**Run 1: where the registers sit**

Bar = 20 um. Other sequential cells in the stronger grey, the rest of the logic in the fainter grey.
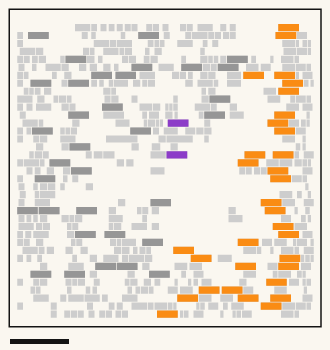
**Run 1: placement density heat map**

11 x 11 tiles, from white (low) to dark blue (high), 0 to 100% covered.
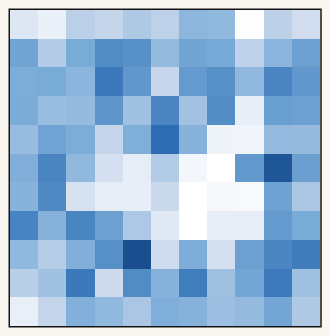
**Run 1: cell classes on the final placement**

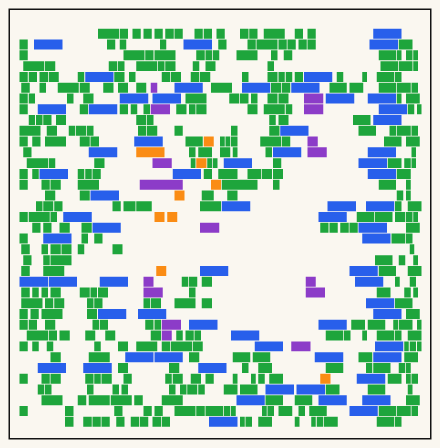
**Run 1: cell placement**

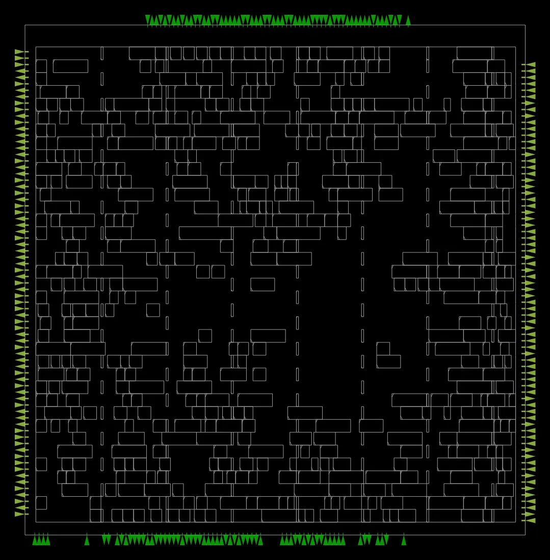
**src/rtl/mem_arb_pkg.sv**
```systemverilog
// mem_arb_pkg: shared FSM states, owner encoding and masks for mem_arbiter.
package mem_arb_pkg;
   typedef enum logic [1:0] {S_IDLE, S_RD, S_MERGE, S_ACK} state_t;
   typedef enum logic {OWN_IF, OWN_LS} owner_t;
   localparam logic [3:0]  WMASK_FULL = 4'hF;
   localparam logic [63:0] WORD_ALIGN = ~64'h3;
endpackage

```
**src/rtl/mem_arbiter_wmask_merge.sv**
```systemverilog
// wmask_merge: per-lane byte merge of a new word over an old word.
module wmask_merge (
   input  logic [31:0] old_i,
   input  logic [31:0] new_i,
   input  logic [3:0]  mask_i,
   output logic [31:0] merged_o
);
   for (genvar i = 0; i < 4; i++) begin : g_lane
      assign merged_o[8*i +: 8] = mask_i[i] ? new_i[8*i +: 8] : old_i[8*i +: 8];
   end
endmodule

```
**src/rtl/mem_arbiter.sv**
```systemverilog
// mem_arbiter: IF/LS single-port memory arbiter with read-modify-write for sub-word stores.
// Define MEM_ARB_RR_EN for round-robin ties; default is fixed priority, LS over IF.
module mem_arbiter
   import mem_arb_pkg::*;
#(
   parameter int ADDR_W = 32
) (
   input  logic              clk,
   input  logic              rst,
   input  logic              i_if_req,
   input  logic [ADDR_W-1:0] i_if_addr,
   output logic              o_if_rvalid,
   output logic [31:0]       o_if_rdata,
   input  logic              i_ls_req,
   input  logic              i_ls_we,
   input  logic [ADDR_W-1:0] i_ls_addr,
   input  logic [31:0]       i_ls_wdata,
   input  logic [3:0]        i_ls_wmask,
   output logic              o_ls_done,
   output logic [31:0]       o_ls_rdata,
   output logic [ADDR_W-1:0] o_mem_addr,
   output logic [31:0]       o_mem_wdata,
   output logic              o_mem_rw,
   input  logic [31:0]       i_mem_rdata
);
   state_t            state_q, state_d;
   owner_t            owner_q, owner_d;
   logic [ADDR_W-1:0] addr_q, addr_d, if_addr_w, ls_addr_w;
   logic [31:0]       wdata_q, wdata_d, merged;
   logic              rw_d, idle, gnt_if, gnt_ls;

   assign idle      = state_q == S_IDLE;
   assign if_addr_w = i_if_addr & WORD_ALIGN[ADDR_W-1:0];
   assign ls_addr_w = i_ls_addr & WORD_ALIGN[ADDR_W-1:0];
   // owner_q doubles as the last-grant bit: it only changes on a grant and resets to IF
`ifdef MEM_ARB_RR_EN
   assign gnt_ls = idle && i_ls_req && (!i_if_req || owner_q == OWN_IF);
`else
   assign gnt_ls = idle && i_ls_req;
`endif
   assign gnt_if = idle && i_if_req && !gnt_ls;

   wmask_merge u_merge (
      .old_i   (i_mem_rdata),
      .new_i   (i_ls_wdata),
      .mask_i  (i_ls_wmask),
      .merged_o(merged)
   );

   always_comb begin
      state_d = S_IDLE;
      owner_d = owner_q;
      addr_d  = addr_q;
      wdata_d = wdata_q;
      rw_d    = 1'b0;
      if (gnt_if) begin
         state_d = S_RD;
         owner_d = OWN_IF;
         addr_d  = if_addr_w;
      end else if (gnt_ls) begin
         owner_d = OWN_LS;
         addr_d  = ls_addr_w;
         if (!i_ls_we) state_d = S_RD;
         else if (i_ls_wmask == WMASK_FULL) begin
            state_d = S_ACK;
            rw_d    = 1'b1;
            wdata_d = i_ls_wdata;
         end else state_d = (i_ls_wmask == 4'h0) ? S_ACK : S_MERGE;
      end else if (state_q == S_MERGE) begin
         state_d = S_ACK;
         addr_d  = ls_addr_w;
         wdata_d = merged;
         rw_d    = 1'b1;
      end
   end

   assign o_mem_addr  = addr_d;
   assign o_mem_wdata = wdata_d;
   assign o_mem_rw    = rw_d && !rst;
   assign o_if_rvalid = state_q == S_RD && owner_q == OWN_IF;
   assign o_ls_done   = (state_q == S_RD || state_q == S_ACK) && owner_q == OWN_LS;
   assign o_if_rdata  = o_if_rvalid ? i_mem_rdata : 32'h0;
   assign o_ls_rdata  = (state_q == S_RD && owner_q == OWN_LS) ? i_mem_rdata : 32'h0;

   always_ff @(posedge clk) begin
      if (rst) begin
         state_q <= S_IDLE;
         owner_q <= OWN_IF;
         addr_q  <= '0;
         wdata_q <= '0;
      end else begin
         state_q <= state_d;
         owner_q <= owner_d;
         addr_q  <= addr_d;
         wdata_q <= wdata_d;
      end
   end
endmodule

```
**config.mk**
```make
export PLATFORM = sky130hd
export DESIGN_NAME = mem_arbiter
export DESIGN_NICKNAME = d
export VERILOG_FILES = /design/src/rtl/mem_arb_pkg.sv /design/src/rtl/mem_arbiter_wmask_merge.sv /design/src/rtl/mem_arbiter.sv
export SDC_FILE = /design/constraint.sdc
export NUM_CORES = 1
export LEC_CHECK = 0
export CAP_MARGIN = 20
export CORE_AREA = 2 2 104 106
export DETAILED_ROUTE_END_ITERATION = 10
export DIE_AREA = 0 0 106 108
export DONT_BUFFER_PORTS = 1
export SYNTH_ARGS = -nofsm -noshare
export SYNTH_HDL_FRONTEND = slang
export SYNTH_HIERARCHICAL = 1
export SYNTH_SLANG_ARGS = --single-unit
```
**constraint.sdc**
```tcl
create_clock -name clk -period 4.04 [get_ports clk]
set_input_delay 0.808 -clock clk [delete_from_list [all_inputs] [get_ports clk]]
set_output_delay 0.808 -clock clk [all_outputs]
set_load 0.005 [all_outputs]
```
==> results.py, run 1 <==
# Flow results
metrics = {
    "run_status": {
        "status": "finished, final reports clean",
    },
    "power": {
        "p_clk_uw": 570,
        "switchingPower_uw": 534,
        "power_frac_comb_pct": 24.4,
        "powerSeq_uw": 743,
    },
    "detailed_routing": {
        "met1_length_mm": 5.43,
        "drtPass1Iterations": 4,
        "wl_met3_mm": 1.06,
        "num_vias": 4075,
        "drt-initial-drc-count": 305,
    },
    "grt": {
        "antenna_found_initial": 0,
        "gr-max-usage-layer": "met2",
        "grt_pass1_vias": 4081,
        "grtUsageMet2_pct": 39.7,
    },
    "cells_and_area": {
        "syn_to_final_growth_pct": 4.22,
        "ff_latch_area_mm2": 0.00134,
        "n_antenna_cell": 0,
        "stdcell_count": 631,
        "comb_area_share_pct": 62.7,
        "clkCellAreaFrac_pct": 4.20,
        "logic_gates": 402,
        "lay_top_cells": "dfxtp_1 (67), and2_1 (65), nand3_1 (65)",
    },
    "logic_synthesis": {
        "async_reset_ff_share_pct": 0,
        "syn_area_per_cell_um2": 8.78,
        "yosysMostFrequentCell": "dfxtp_1",
        "synth_flops": 67,
        "synth_area_mm2": 0.00463,
        "ys_warn_count": 6,
        "xor_share_pct": 0,
        "synth_cells": 527,
    },
    "critical_path": {
        "cp_max_fo": 34,
        "reg2reg_to": "addr_q[26]",
        "arrival_ns": 2.49,
        "crit_type": "flip-flop to primary output",
        "worstPathRequired_ns": 3.23,
        "ff2ff_path_depth": 4,
    },
    "clock_network": {
        "cts_made_buffers": 9,
        "htreeDepth": 3,
        "cts_hold_buf": 0,
        "cts_tree": "done",
    },
    "floorplan": {
        "num_io_pins": 268,
        "nWellTaps": 136,
        "die_x_um": 106,
        "die_area_mm2": 0.0114,
    },
    "timing": {
        "fin_tns_setup_ns": 0,
        "finalCriticalPeriod_ns": 3.30,
        "clock.fmax_ghz": 0.303,
    },
    "placement": {
        "dp_cells": 615,
        "gp_congestion": 0.777,
        "dpl_cell_area_mm2": 0.00462,
    },
}
## Picture notes: 'where the registers sit'
| netlist name | colour | placed flops |
|---|---|---|
| state_q | purple | 2 |
| addr_q | orange | 32 |

## Picture notes: 'placement density heat map'
emptiest ninth of the die: middle
nearly empty tiles: 3.3%
fullest tile: 88%
mean over tiles: 41%
tiles over 75% full: 2.5%

## Picture notes: 'cell classes on the final placement'
| class | colour | cells | share of their area |
|---|---|---|---|
| sequential cells | blue | 67 | 29% |
| remaining buffers and delay cells | orange | 9 | 1.7% |
| combinational and other logic | green | 403 | 65% |
| clock drivers and dummy loads | purple | 16 | 4.4% |

## Picture notes: 'cell placement'
Seq area share: 27.8%
Final Core Density: 47.1%
core area: 0.0102 mm2
row count: 37

run 1: how the worst max path moves through the flow:
stage / cells after the start / end
after floorplan: 5 / o_mem_addr[10]
after global placement: 4 / o_mem_wdata[3]
after detailed placement: 4 / o_mem_wdata[4]
after CTS: 3 / o_ls_rdata[12]
after global routing: 3 / o_ls_rdata[12]
final: 3 / o_ls_rdata[12]
run 1: critical path, stage by stage (launching register included):
cell and delay (ns):
dfxtp_1 0.56, buf_4 0.43, and3_1 0.86, and2_1 0.28
run 1: flip-flops by register name (all words and copies together), names as in the netlist:
register  count
state_q       2
owner_q       1
addr_q       32
wdata_q      32
**Run 1: met3 routing**

Bar = 20 um.
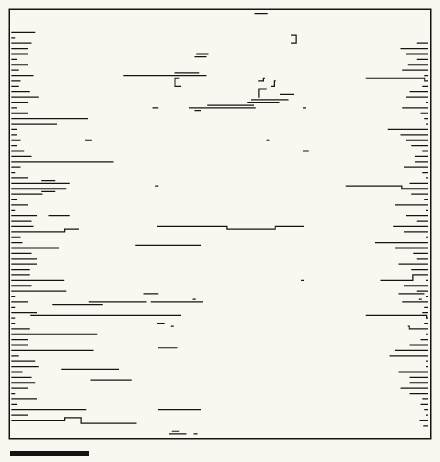

## Run 2: what changed since run 1
Clock period 4.04 ns to 3.2 ns, I/O delays scaled along.
**Run 2: met3 routing**

Bar = 20 um.
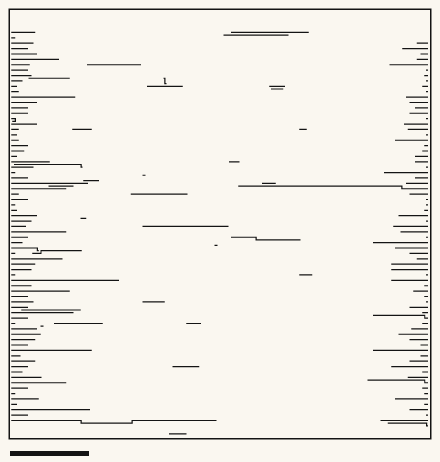
wire length on this layer: 1060 um
nets with wire on the layer: 160
share of all routed wire: 7.8%
longest straight run: 41.2 um
main direction: horizontal

**Run 2: cell placement**

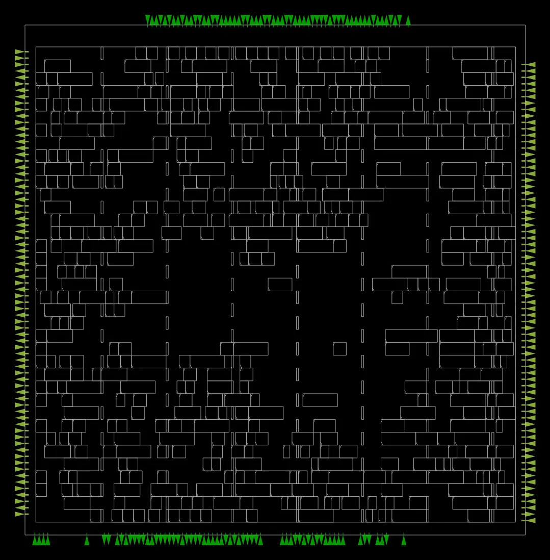
Filler cells: 1002
Final Core Density: 47.9%
n_taps: 136
Seq area share: 27.4%
sequential cells: 67

==> run 2 against run 1 <==
Compared with the run above:
- clock power increased by about 50%
- critical path depth rose by 2
- non-clock buffer count is 7 higher
- core utilization is 0.76 points higher
- first-iteration DRC count down 29%
- via count rose by 0.81%
- final area rose by 1.6%
- area after synthesis is the same
- worst hold slack got worse by 0.15 ns
- highest routed layer unchanged
- flip-flop count stayed put
- combinational power is 29% higher
==> results.py, run 2 <==
# Flow results
metrics = {
    "run_status": {
        "status": "finished, final reports clean",
    },
    "critical_path": {
        "crit_family": "buffers and inverters",
        "crit_type": "flip-flop to primary output",
        "cp_max_fo": 69,
        "max_stage_delay_ns": 0.56,
        "path_cells": "buf_4 > or4b_4 > buf_4 > nor2_1 > a21oi_1",
        "ff2ff_path_depth": 4,
        "crit_path_frequent_cell": "buf_4",
        "worstPathRequired_ns": 2.56,
        "arrival_ns": 2.27,
        "reg2reg_to": "wdata_q[5]",
    },
    "power": {
        "switchingPower_uw": 675,
        "power_frac_comb_pct": 23.3,
        "power_density_mw_per_mm2": 476,
        "powerSeq_uw": 937,
    },
    "floorplan": {
        "rows": 37,
        "num_io_pins": 268,
        "die_area_mm2": 0.0114,
        "core_mm2": 0.0102,
    },
    "timing": {
        "finalCriticalPeriod_ns": 2.91,
        "fin_tns_setup_ns": 0,
        "rsz0062_at_grt": "no",
        "clock.fmax_ghz": 0.343,
    },
    "grt": {
        "grt_pass1_vias": 4016,
        "grtUsageMet2_pct": 39.8,
        "antenna_found_initial": 0,
    },
    "detailed_routing": {
        "num_vias": 4108,
        "wl_met3_mm": 1.06,
        "highest_layer": "met4",
        "met1_length_mm": 5.43,
        "drtPass1Iterations": 5,
        "drt-initial-drc-count": 217,
    },
    "cells_and_area": {
        "comb_area_share_pct": 61.7,
        "lay_top_cells": "dfxtp_1 (67), and2_1 (65), nand3_1 (65)",
        "n_antenna_cell": 0,
        "ff_latch_area_mm2": 0.00134,
        "logic_gates": 402,
        "stdcell_count": 638,
        "syn_to_final_growth_pct": 5.90,
        "reg_top3": "addr_q (32), wdata_q (32), state_q (2)",
    },
    "clock_network": {
        "cts_hold_buf": 0,
        "cts_tree": "done",
        "cts_made_buffers": 9,
        "htreeDepth": 3,
    },
    "placement": {
        "gp_congestion": 0.746,
        "dp_cells": 622,
    },
    "logic_synthesis": {
        "synth_area_mm2": 0.00463,
        "xor_share_pct": 0,
        "synth_flops": 67,
        "async_reset_ff_share_pct": 0,
        "syn_area_per_cell_um2": 8.78,
        "ys_warn_count": 6,
    },
}
==> run 2: cell counts after synthesis <==
No cell type changed its count.
==> run 2: how the worst max path moves through the flow <==
stage / from / cells after the start / end
after detailed placement: i_ls_req / 4 / o_mem_addr[14]
after floorplan: i_ls_req / 5 / o_mem_addr[10]
after CTS: state_q[1] / 4 / o_mem_wdata[3]
final: state_q[0] / 5 / o_mem_addr[14]
after global placement: i_ls_req / 4 / o_mem_addr[14]
after global routing: state_q[0] / 5 / o_mem_addr[14]
==> run 2: per-stage QoR <==
stage                     hold slack (ns)  setup WS, ns  utilization, %  area [um2]
final                               0.368         0.286            47.9        4900
after global routing                0.327         0.123            47.9        4900
after CTS                           0.340         0.292            47.9        4900
after detailed placement            0.527         0.636            45.5        4660
after global placement              0.515         0.672            45.5        4660
after floorplan                     0.516         0.837               -        4630
## Run 3: what changed since run 2
Settings changed: CAP_MARGIN 20 to 5.
**Run 3: where the registers sit**

Bar = 20 um. Other sequential cells in the stronger grey, the rest of the logic in the fainter grey.
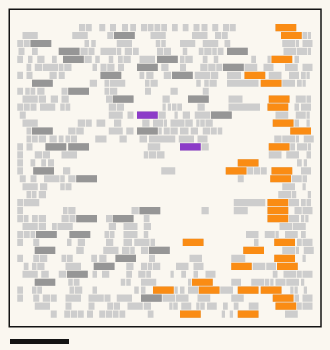
| netlist name | colour | placed flops |
|---|---|---|
| addr_q | orange | 32 |
| state_q | purple | 2 |
not coloured: 33

**Run 3: placement density heat map**

11 x 11 tiles, from white (low) to dark blue (high), 0 to 100% covered.
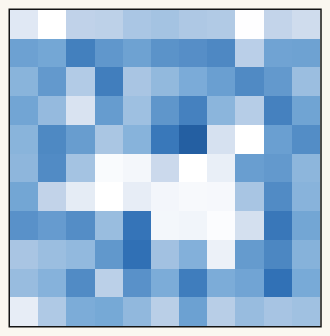
tiles over 75% full: 0.80%
mean over tiles: 41%
fullest tile: 81%
emptiest ninth of the die: middle
nearly empty tiles: 5.0%

==> run 3 against run 2 <==
Compared with the run above:
- combinational power is essentially flat
- non-clock buffer count is the same
- via count is the same
- critical path type unchanged
- worst setup slack is the same
- largest cell class unchanged
- final area is the same
- critical path depth is the same
- sequential share of layout area is the same
- area after synthesis is the same
- highest routed layer unchanged
==> results.py, run 3 <==
# Flow results
metrics = {
    "run_status": {
        "status": "finished, final reports clean",
    },
    "cells_and_area": {
        "reg_top3": "addr_q (32), wdata_q (32), state_q (2)",
        "syn_to_final_growth_pct": 5.90,
        "ff_latch_area_mm2": 0.00134,
        "ff_count": 67,
        "comb_area_share_pct": 61.7,
        "lay_top_cells": "dfxtp_1 (67), and2_1 (65), nand3_1 (65)",
        "seq_share_pct": 27.4,
        "n_antenna_cell": 0,
        "clkCellAreaFrac_pct": 4.90,
        "logic_gates": 402,
    },
    "floorplan": {
        "core_mm2": 0.0102,
        "nWellTaps": 136,
        "rows": 37,
        "die_area_mm2": 0.0114,
        "num_io_pins": 268,
    },
    "placement": {
        "preCtsSetupSlack_ns": 0.636,
        "io_buffers": 0,
        "gp_congestion": 0.746,
    },
    "critical_path": {
        "cp-startpoint": "state_q[0]",
        "worstPathRequired_ns": 2.56,
        "max_stage_delay_ns": 0.56,
        "arrival_ns": 2.27,
        "cp_num_cells": 5,
        "endpoint": "o_mem_addr[14]",
        "crit_path_frequent_cell": "buf_4",
        "cp_max_fo": 69,
        "reg2reg_to": "wdata_q[5]",
        "path_cells": "buf_4 > or4b_4 > buf_4 > nor2_1 > a21oi_1",
        "crit_buf_inv": 2,
        "critPathSlowestCell": "buf_4",
        "crit_type": "flip-flop to primary output",
    },
    "detailed_routing": {
        "highest_layer": "met4",
        "wl_met3_mm": 1.06,
        "drt-initial-drc-count": 217,
        "drc": 0,
        "met1_length_mm": 5.43,
        "drtPass1Iterations": 5,
    },
    "grt": {
        "grt_pass1_vias": 4016,
        "antenna_found_initial": 0,
        "grtUsageMet2_pct": 39.8,
        "gr-max-usage-layer": "met2",
    },
    "logic_synthesis": {
        "ys_warn_count": 6,
        "synth_flops": 67,
        "xor_share_pct": 0,
        "yosysMostFrequentCell": "dfxtp_1",
        "async_reset_ff_share_pct": 0,
        "ys_top_logic_family": "AND-OR/OR-AND gates",
        "ys_area_mm2": 0.00463,
        "syn_area_per_cell_um2": 8.78,
        "synth_area_mm2": 0.00463,
    },
    "timing": {
        "fin_tns_setup_ns": 0,
        "final.setup.worst_slack_ns": 0.286,
        "clock.fmax_ghz": 0.343,
    },
    "power": {
        "power_density_mw_per_mm2": 476,
    },
    "clock_network": {
        "cts_hold_buf": 0,
        "cts_made_buffers": 9,
        "htreeDepth": 3,
    },
}
[run 3: cell counts after synthesis]
No cell type changed its count.
[run 3: through the flow]
stage	std cells	instance area [um2]	power, mW	utilization (%)	hold WS (ns)
CTS	638	4900	2.36	47.9	0.340
detailed placement	622	4660	1.50	45.5	0.527
global placement	622	4660	1.48	45.5	0.515
global route	638	4900	2.46	47.9	0.327
floorplan	527	4630	1.43	-	0.516
finish	638	4900	2.33	47.9	0.368
[run 3: kinds of logic after synthesis]
kind of cell / after synthesis
AOI/OAI and AO/OA: 164
DFF: 67
buffers and inverters: 58
muxes: 62
and+or+nand+nor: 176
[run 3: where the power goes]
part           total, mW  switching (mW)  internal, mW
combinational      0.544           0.308         0.236
clock              0.853           0.337         0.516
sequential         0.937          0.0306         0.906
Power and IR drop assume default switching activity.
